$ cat src/rtl/sort_pkg.sv
// rtl/sort_pkg.sv - shared types for the tagged sort/unsort path
package sort_pkg;

    localparam int N = 7;

    typedef logic [31:0] data_t;
    typedef logic [2:0]  idx_t;

    typedef struct packed {
        logic order;
        logic idx;
        logic len;
    } err_t;

endpackage

$ cat src/rtl/unsort_bank.sv
// rtl/unsort_bank.sv - one ping-pong bank: 7 slots, seen mask, FULL flag, sticky frame errors
module unsort_bank
    import sort_pkg::*;
(
    input  logic         clk,
    input  logic         rst,
    input  logic         i_clr,
    input  logic         i_we,
    input  idx_t         i_idx,
    input  data_t        i_data,
    input  err_t         i_err_set,
    input  logic         i_close,
    output logic         o_full,
    output logic [N-1:0] o_seen,
    output data_t        o_data [N],
    output err_t         o_err
);

    logic         r_full;
    logic [N-1:0] r_seen;
    data_t        r_data [N];
    err_t         r_err;

    always_ff @(posedge clk) begin
        if (rst || i_clr) begin
            r_full <= 1'b0;
            r_seen <= '0;
            r_err  <= '0;
            for (int k = 0; k < N; k++) r_data[k] <= '0;
        end else begin
            // Out-of-range indices match no slot, so they never write.
            for (int k = 0; k < N; k++) begin
                if (i_we && (i_idx == idx_t'(k))) begin
                    r_data[k] <= i_data;
                    r_seen[k] <= 1'b1;
                end
            end
            r_err <= err_t'(r_err | i_err_set);
            if (i_close) r_full <= 1'b1;
        end
    end

    assign o_full = r_full;
    assign o_seen = r_seen;
    assign o_data = r_data;
    assign o_err  = r_err;

endmodule

$ cat src/rtl/unsort_7_stream.sv
// rtl/unsort_7_stream.sv - scatters a sorted, index-tagged 7-beat stream back into original order
module unsort_7_stream
    import sort_pkg::*;
#(
    parameter int W           = 32,
    parameter bit CHECK_ORDER = 1'b1
) (
    input  logic         clk,
    input  logic         rst,
    input  logic         in_valid,
    output logic         in_ready,
    input  logic [W-1:0] in_data,
    input  logic [2:0]   in_idx,
    input  logic         in_last,
    output logic         out_valid,
    input  logic         out_ready,
    output logic [W-1:0] out_data_0,
    output logic [W-1:0] out_data_1,
    output logic [W-1:0] out_data_2,
    output logic [W-1:0] out_data_3,
    output logic [W-1:0] out_data_4,
    output logic [W-1:0] out_data_5,
    output logic [W-1:0] out_data_6,
    output logic         out_err_order,
    output logic         out_err_idx,
    output logic         out_err_len
);

    logic       r_wr_ptr;
    logic       r_rd_ptr;
    logic [2:0] r_cnt;
    data_t      r_prev;

    logic         w_full [2];
    logic [N-1:0] w_seen [2];
    data_t        w_data [2][N];
    err_t         w_err  [2];

    logic       w_acc;
    logic       w_close;
    logic       w_out_fire;
    logic       w_out_en;
    logic [7:0] w_seen_ext;
    err_t       w_set_err;
    data_t      w_out_data [N];
    err_t       w_out_err;

    // Ready depends only on registered bank state, never on out_ready.
    assign in_ready   = !rst && !w_full[r_wr_ptr];
    assign w_acc      = in_valid && in_ready;
    assign w_close    = w_acc && (in_last || (r_cnt == 3'd6));
    assign w_out_en   = !rst && w_full[r_rd_ptr];
    assign w_out_fire = w_out_en && out_ready;
    assign w_seen_ext = {1'b0, w_seen[r_wr_ptr]};

    always_comb begin
        w_set_err = '0;
        if (w_acc) begin
            w_set_err.order = CHECK_ORDER && (r_cnt != 3'd0) && (in_data < r_prev);
            w_set_err.idx   = (in_idx >= 3'(N)) || w_seen_ext[in_idx];
            w_set_err.len   = w_close && !(in_last && (r_cnt == 3'd6));
        end
    end

    for (genvar b = 0; b < 2; b++) begin : g_bank
        unsort_bank u_bank (
            .clk       (clk),
            .rst       (rst),
            .i_clr     (w_out_fire && (r_rd_ptr == 1'(b))),
            .i_we      (w_acc && (r_wr_ptr == 1'(b))),
            .i_idx     (in_idx),
            .i_data    (in_data),
            .i_err_set ((r_wr_ptr == 1'(b)) ? w_set_err : err_t'('0)),
            .i_close   (w_close && (r_wr_ptr == 1'(b))),
            .o_full    (w_full[b]),
            .o_seen    (w_seen[b]),
            .o_data    (w_data[b]),
            .o_err     (w_err[b])
        );
    end

    always_ff @(posedge clk) begin
        if (rst) begin
            r_wr_ptr <= 1'b0;
            r_rd_ptr <= 1'b0;
            r_cnt    <= 3'd0;
            r_prev   <= '0;
        end else begin
            if (w_acc) begin
                r_prev <= in_data;
                if (w_close) begin
                    r_cnt    <= 3'd0;
                    r_wr_ptr <= ~r_wr_ptr;
                end else begin
                    r_cnt <= r_cnt + 3'd1;
                end
            end
            if (w_out_fire) r_rd_ptr <= ~r_rd_ptr;
        end
    end

    // A FREE read bank may be mid-fill, so outputs are forced to 0 unless it is FULL.
    always_comb begin
        w_out_err = w_out_en ? w_err[r_rd_ptr] : err_t'('0);
        for (int k = 0; k < N; k++) w_out_data[k] = w_out_en ? w_data[r_rd_ptr][k] : '0;
    end

    assign out_valid     = w_out_en;
    assign out_data_0    = w_out_data[0];
    assign out_data_1    = w_out_data[1];
    assign out_data_2    = w_out_data[2];
    assign out_data_3    = w_out_data[3];
    assign out_data_4    = w_out_data[4];
    assign out_data_5    = w_out_data[5];
    assign out_data_6    = w_out_data[6];
    assign out_err_order = CHECK_ORDER ? w_out_err.order : 1'b0;
    assign out_err_idx   = w_out_err.idx;
    assign out_err_len   = w_out_err.len;

endmodule

$ cat config.mk
export PLATFORM = sky130hd
export DESIGN_NAME = unsort_7_stream
export DESIGN_NICKNAME = d
export VERILOG_FILES = /design/src/rtl/sort_pkg.sv /design/src/rtl/unsort_bank.sv /design/src/rtl/unsort_7_stream.sv
export SDC_FILE = /design/constraint.sdc
export NUM_CORES = 1
export LEC_CHECK = 0
export CAP_MARGIN = 40
export CORE_MARGIN = 8
export CORE_UTILIZATION = 45
export DETAILED_ROUTE_END_ITERATION = 10
export HOLD_SLACK_MARGIN = 0.12
export PLACE_DENSITY_LB_ADDON = 0.08
export SLEW_MARGIN = 20
export SYNTH_ARGS = -nofsm -noshare
export SYNTH_HDL_FRONTEND = slang
export SYNTH_SLANG_ARGS = --single-unit
export TNS_END_PERCENT = 1
$ cat constraint.sdc
create_clock -name clk -period 2.3 [get_ports clk]
set_input_delay 0.46 -clock clk [delete_from_list [all_inputs] [get_ports clk]]
set_output_delay 0.46 -clock clk [all_outputs]
set_load 0.005 [all_outputs]
Figure 1. M1 wires.
Bar = 50 µm. Supply wires on this layer in grey.
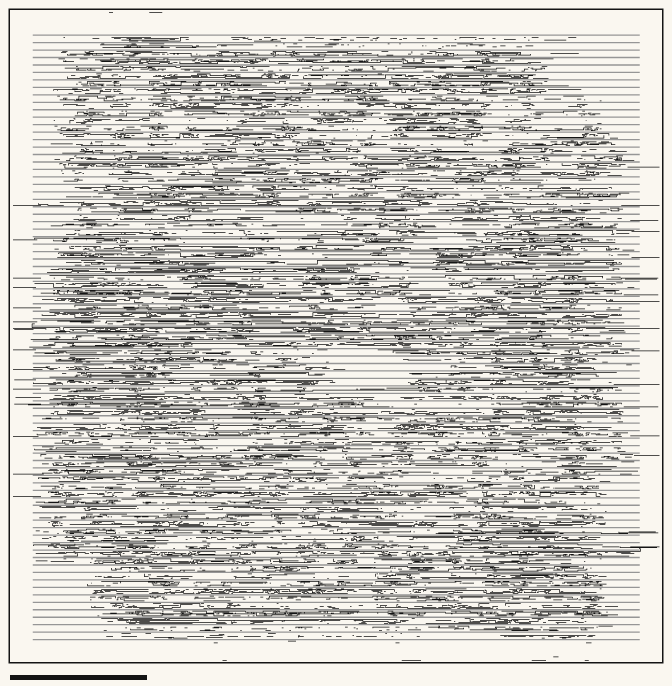
The wires run mostly horizontal. The longest straight run is 84.6 µm. The layer carries 31.4 mm of wire. 3003 nets have wire on it. The layer holds 42% of the routed length.

==> impl_metrics.csv <==
group,metric,value,unit
placed_design,port_buffers,268,
drt,drtIter0Drc,1442,
synthesis,netlist_area,22100,µm²
cells_and_area,diodes,0,
synthesis,edf_count,0,
global_route,grt_max_degree,92,
critical_path,crit_start,"r_rd_ptr",
sta,finalSetupTns,-45.84,ns
power_and_ir_drop,p_clk,8.81,mW
power_and_ir_drop,pg_seq,8.92,mW
clock_tree,post_cts_buffers,0,
cells_and_area,nNetsFinal,3207,
power_and_ir_drop,power.group.top,"sequential cells",
floorplanning,dieArea,56500,µm²
floorplanning,coreArea,48700,µm²
synthesis,yosys.area.top_type,"dfxtp_1",
critical_path,worst-path-max-fanout,23,
sta,fin_skew,0.0301,ns
power_and_ir_drop,internal-power,14.5,mW
clock_tree,cts_htree_levels,2,
clock_tree,cts-root-buf,"clkbuf_16",
drt,vias_per_cell,5.33,
sta,fin_crit_sh,1.24,
synthesis,ys_cells,2899,
synthesis,synth_top_area_share,0.459,
critical_path,worst-setup-path-type,"reg2out",
global_route,overflow,0,
global_route,grt_usage,0.248,
clock_tree,clock-sinks,507,
floorplanning,fp_util,0.453,
placed_design,place_hpwl,47.6,mm
synthesis,topCellsByArea,"dfxtp_1 (46%), nand2_1 (17%), a21oi_1 (11%), mux2i_1 (10%), nor2_1 (4.6%)",
cells_and_area,fillers,4460,
synthesis,syn_nets,2973,
synthesis,syn_area_per_cell,7.63,µm²
status,outcome,"complete, but fails checks",
placed_design,dp_slack,-0.305,ns
cells_and_area,final_area,28200,µm²
critical_path,critPathRequiredTime,1.84,ns
clock_tree,cts_buffers,53,
global_route,antenna_found_initial,1,
power_and_ir_drop,peakVddDrop,0.000510,V
drt,drcViolationCount,0,
power_and_ir_drop,switching_share,0.236,
power_and_ir_drop,p_comb,1.30,mW
placed_design,place_congestion,0.828,
floorplanning,die_h,238,µm
hold_path,holdPathEnd,"g_bank[0].u_bank.o_data[208]",
global_route,grt_pass1_vias,19700,
global_route,grt_first_pass_wirelength,112,mm
cells_and_area,lay_top_cells,"nand2_1 (983), dfxtp_1 (506), a21oi_1 (504)",
sta,timing_max_transition_violations_final,0,
critical_path,start_kind,"flop",
critical_path,crit_end,"out_data_1[1]",
critical_path,cp-end-kind,"output pin",
synthesis,synth_cells,2899,
floorplanning,num_rows,81,
placed_design,place_inst,3724,
hold_path,min_path_type,"reg2reg",
critical_path,r2r_setup_slack,0.31,ns
clock_tree,cts_resized,174,
sta,finalHoldViolCount,0,
cells_and_area,fin_cells,3838,
sta,tightest_slew,0.481,ns
power_and_ir_drop,seqPwrFrac,0.469,
clock_tree,cts-hold-fix-buffers,0,
power_and_ir_drop,power_switching,4.49,mW
sta,hold_ws,0.453,ns
drt,wl_per_cell,19.6,µm
clock_tree,path_clk_slew,0.06,ns
sta,setup_viol,225,
clock_tree,cts.path.max_buffers,3,
cells_and_area,drive_gt1_frac,0.161,
power_and_ir_drop,comb_power_share,0.069,
hold_path,min_path_cells,2,
synthesis,ff_type,"dfxtp_1",
critical_path,r2r_end,"g_bank[0].u_bank.o_data[189]",
placed_design,postPlaceCellArea,26200,µm²
synthesis,ys_warn_count,0,
synthesis,ys_chip_area,22100,µm²
critical_path,reg2reg_depth,6,
floorplanning,die_w,238,µm
synthesis,synthDistinctLibCells,52,
clock_tree,worstSkewPairLatency,0.62,ns
critical_path,regToRegStartpoint,"r_rd_ptr",
power_and_ir_drop,clock_power_share,0.463,
drt,drt_first_pass_iters,5,
drt,ant_nets,0,
synthesis,async_flop_share,0,
power_and_ir_drop,leakagePower,10.2,nW
sta,setup_ws,-0.547,ns
cells_and_area,finalCoreUtilization,0.579,
clock_tree,cts_tree,"done",
cells_and_area,lay_top_count,"nand2_1",
power_and_ir_drop,powerDensity,674,nW/µm²
sta,fmax,351,MHz
cells_and_area,syn_to_final_growth,27.7,%
status,violations,"negative setup slack",
power_and_ir_drop,p_total,19.0,mW
synthesis,ys_seq_share,0.459,
sta,grt_setup_unrepaired,"yes",
job,maxCapViolations,0,
hold_path,hp-start,"g_bank[0].u_bank.o_data[208]",
Figure 2. Metal 2.
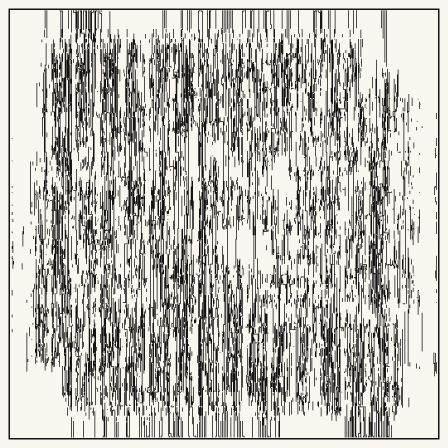
The longest straight run is 95.2 µm. The layer carries 36.9 mm of wire. The wires run mostly vertical. 2528 nets have wire on it.
Total Wirelength: 75.2 mm
total number of vias: 20500
met2 usage: 0.431

==> synthesized netlist by cell type (all sizes together) (4+ instances only) <==
cell type / n
nor2b: 6
nand4: 8
nand3: 6
and2: 4
buf: 149
nand2: 986
clkbuf: 95
dfxtp: 507
nand2b: 5
nor2: 274
o21ai: 10
inv: 41
mux2i: 229
a21oi: 505
nor3: 6
ha: 34
==> worst max-delay path, stage by stage (launching register included) <==
cell and delay [ns]:
dfxtp_4 0.39, nand2b_4 0.18, a21o_4 0.33, buf_16 0.21, nor2_1 0.14, clkdlybuf4s50_1 0.51
==> logic make-up (layout without fill, tap and decap cells) <==
logic type,after synthesis,after routing,share of synthesized area
xor gates and xnor gates,4,4,0.00159
adders and majority gates,34,34,0.0192
and+or+nand+nor,1310,1310,0.233
muxes,231,231,0.106
AOI/OAI and AO/OA,528,530,0.122
buffers and inverters,285,558,0.0601
DFF,507,507,0.459
==> cell type report <==
class / count / area, µm² / share of cell area
Inverter: 41 / 154 / 0.00545
Timing Repair Buffer: 421 / 4210 / 0.149
Tap cell: 664 / 831 / 0.0294
Clock buffer: 78 / 1590 / 0.0564
Multi-Input combinational cell: 2109 / 11100 / 0.393
Sequential cell: 507 / 10200 / 0.360
Clock inverter: 18 / 201 / 0.00714
==> flip-flops by register name (all words and copies together) (netlist names) <==
name	count
r_wr_ptr	1
r_prev	32
g_bank.u_bank.o_err	6
g_bank.u_bank.o_full	2
r_cnt	3
r_rd_ptr	1
g_bank.u_bank.o_data	448
g_bank.u_bank.o_seen	14
==> routing by layer <==
metal / track usage / vias to the layer above / routed length [µm]
met5: 0 / - / 13
met4: 0.0891 / 2 / 2410
met3: 0.0428 / 134 / 4490
met2: 0.431 / 671 / 36900
met1: 0.308 / 9821 / 31400
li1: - / 9847 / -
Power figures rest on the tool's default switching activity, not on a simulated workload.
